Run 1, routed clock nets over the placement:
Drawn at 6 px/µm.
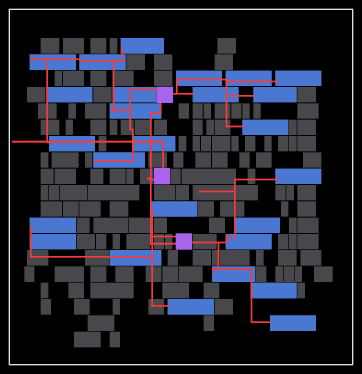
Run 1, wires at chosen ports, followed through buffers:
Drawn at 4 px/µm.
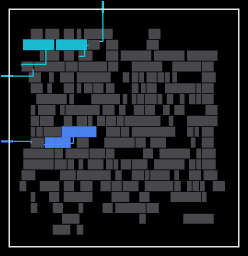
Run 1, met3 routing:
Drawn at 8 px/µm.
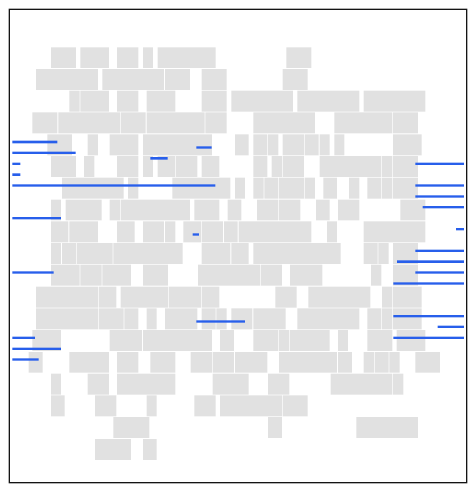
==> config.mk <==
export PLATFORM = sky130hd
export DESIGN_NAME = compensation_memory_ctrl_flat
export DESIGN_NICKNAME = d
export VERILOG_FILES = /design/src/rtl/compensation_memory_ctrl_if.sv /design/src/rtl/compensation_memory_ctrl.sv /design/src/flat_wrapper.sv
export SDC_FILE = /design/constraint.sdc
export NUM_CORES = 1
export LEC_CHECK = 0
export ABC_CLOCK_PERIOD_IN_PS = 1300
export CORE_AREA = 2 2 55 57
export DETAILED_ROUTE_END_ITERATION = 8
export DIE_AREA = 0 0 57 59
export GPL_ROUTABILITY_DRIVEN = 0
export GPL_TIMING_DRIVEN = 0
export PLACE_DENSITY = 0.75
export SLEW_MARGIN = 20
export SYNTH_ARGS = -nofsm -noshare
export SYNTH_HDL_FRONTEND = slang
export SYNTH_SLANG_ARGS = --single-unit
==> constraint.sdc <==
create_clock -name clk -period 1.3 [get_ports clk]
set_input_delay 0.26 -clock clk [delete_from_list [all_inputs] [get_ports clk]]
set_output_delay 0.26 -clock clk [all_outputs]
set_load 0.005 [all_outputs]
==> out/metrics.json <==
{
  "outcome": {
    "run_status": "finished with violations",
    "violated_checks": "setup timing"
  },
  "drt": {
    "met2_length_mm": 1.34,
    "dr.max_layer_used": "met4",
    "route.antenna.remaining_nets": 0,
    "m1WireLength_mm": 1.08
  },
  "power": {
    "netSwitchingPower_mw": 0.322,
    "p_leak_nw": 0.769,
    "power.share.combinational": 0.102,
    "internal_power_mw": 1.20,
    "power_switching_share": 0.212
  },
  "yosys": {
    "ys_async_sr_fraction": 0,
    "top_area_cell": "sky130_fd_sc_hd__dfxtp_1",
    "synth.comb.largest_family": "simple AND/OR/NAND/NOR gates",
    "yosysCellCount": 123,
    "fraction_of_the_mapped_netlist_area_in_simple_logic_gates": 0.257,
    "top_cells_by_count": "26 x sky130_fd_sc_hd__dfxtp_1, 19 x sky130_fd_sc_hd__nand2_1, 15 x sky130_fd_sc_hd__a21oi_1, 7 x sky130_fd_sc_hd__nor2_1",
    "synth_chip_area_um2": 1120,
    "mux_frac_synth": 0.0536,
    "mapped_avg_cell_area_um2": 9.10,
    "yosysWarningCount": 0,
    "yosys.area_share.xor_xnor": 0,
    "yosysSeqAreaShare": 0.465,
    "synth.most_common_cell": "sky130_fd_sc_hd__dfxtp_1",
    "synth-seq-cells": 26,
    "netlist_area_um2": 1120,
    "ys_sh_aoi": 0.135
  },
  "grt": {
    "initial_antenna_violation_count": 0,
    "grt_pass1_wl_mm": 4.42,
    "global_route.overflow_total": 0,
    "grt_max_degree": 16,
    "grt-busiest-layer": "met2"
  },
  "run": {
    "openroad.warnings": 29,
    "max-cap-violations": 0
  },
  "place": {
    "place.detailed.hpwl_mm": 1.69
  },
  "min_path": {
    "hold_path.class": "input port to flop",
    "hold-path-cell-count": 2
  },
  "cells_and_area": {
    "multiInputGateArea_um2": 602,
    "buffers_excl_clock": 52,
    "finalNetCount": 183,
    "buf_share": 0.249,
    "clock_buffer_count": 3,
    "flops": 26,
    "fraction_of_area_in_clock_buffers_and_inverters": 0.0314,
    "final_cell_count_no_fill": 200
  },
  "sta": {
    "fmax_mhz": 767,
    "report.final.setup_viol": 2,
    "post-route-worst-setup-slack_ns": -0.00462,
    "timing_worst_slew_pin_value_ns": 0.524
  },
  "die": {
    "die_y_um": 59,
    "tap-cell-count": 31,
    "fp.coreArea_um2": 2710
  },
  "critical_path": {
    "critPathTopFamily": "simple AND/OR/NAND/NOR gates",
    "timing.critical_path.required_ns": 1.56,
    "critical_path.slowest_cell": "sky130_fd_sc_hd__or3b_4",
    "critPathKind": "flop to flop",
    "worstPathMaxFanout": 4,
    "critical-path-max-stage-delay_ns": 0.38,
    "worst-path-buf-inv": 1,
    "end_kind": "flop"
  },
  "clocking": {
    "cts-buffers-inserted": 3,
    "cts_hold_repair.buffers": 0
  }
}
## Picture notes: 'routed clock nets over the placement'
[clock-net drivers] purple | count: 3
[clock wires] red | length: 279 µm
[flip-flops] blue | count: 26
routed clock nets	4
worst clock skew on the final layout: 0.00300 ns
Clock net power: 0.553 mW
relative contribution of the clock network to total power: 0.364
worst-skew pair later-pin latency: 0.32 ns

## Picture notes: 'wires at chosen ports, followed through buffers'
port	color	bits	direction	edge	end cells	buffers	wire
bus_cw_slot	cyan	2	output	1 left, 1 top	2	2	32.2 µm
bus_cw_ready	blue	1	input	left	3	1	16.4 µm
input/output buffers: 28
number of ports placed on the die boundary: 30

## Picture notes: 'met3 routing'
longest straight run	25.1 µm
share of all routed wire	5.5%
main direction	horizontal
nets with wire on the layer	24
wire length on this layer	141 µm
DR vias: 1,039
post-detailed-routing wire length: 2.58 mm
global routing usage on met3: 0.0349

==> run 1: cell usage in the layout (no fill, tap or decap), drive strengths merged, types with 3 or more instances in the layout <==
cell and count:
dfxtp 26, nand2 19, dlygate4sd2 17, mux2i 6, nand2b 4, clkdlybuf4s50 6, inv 3, buf 21
nand3 4, a211oi 4, nor2 7, clkbuf 9, a21oi 15, ha 3
==> run 1: through the flow <==
stage	instance area, µm²	TNS [ns]	util	hold WS (ns)
2_1_floorplan	1120	0	-	0.377
3_3_place_gp	1440	-5.38	0.531	0.441
3_5_place_dp	1440	-5.83	0.531	0.448
4_1_cts	1620	-0.149	0.598	0.347
5_1_grt	1680	-0.229	0.618	0.292
6_report	1680	-0.00603	0.618	0.269
Power and IR drop assume default switching activity.
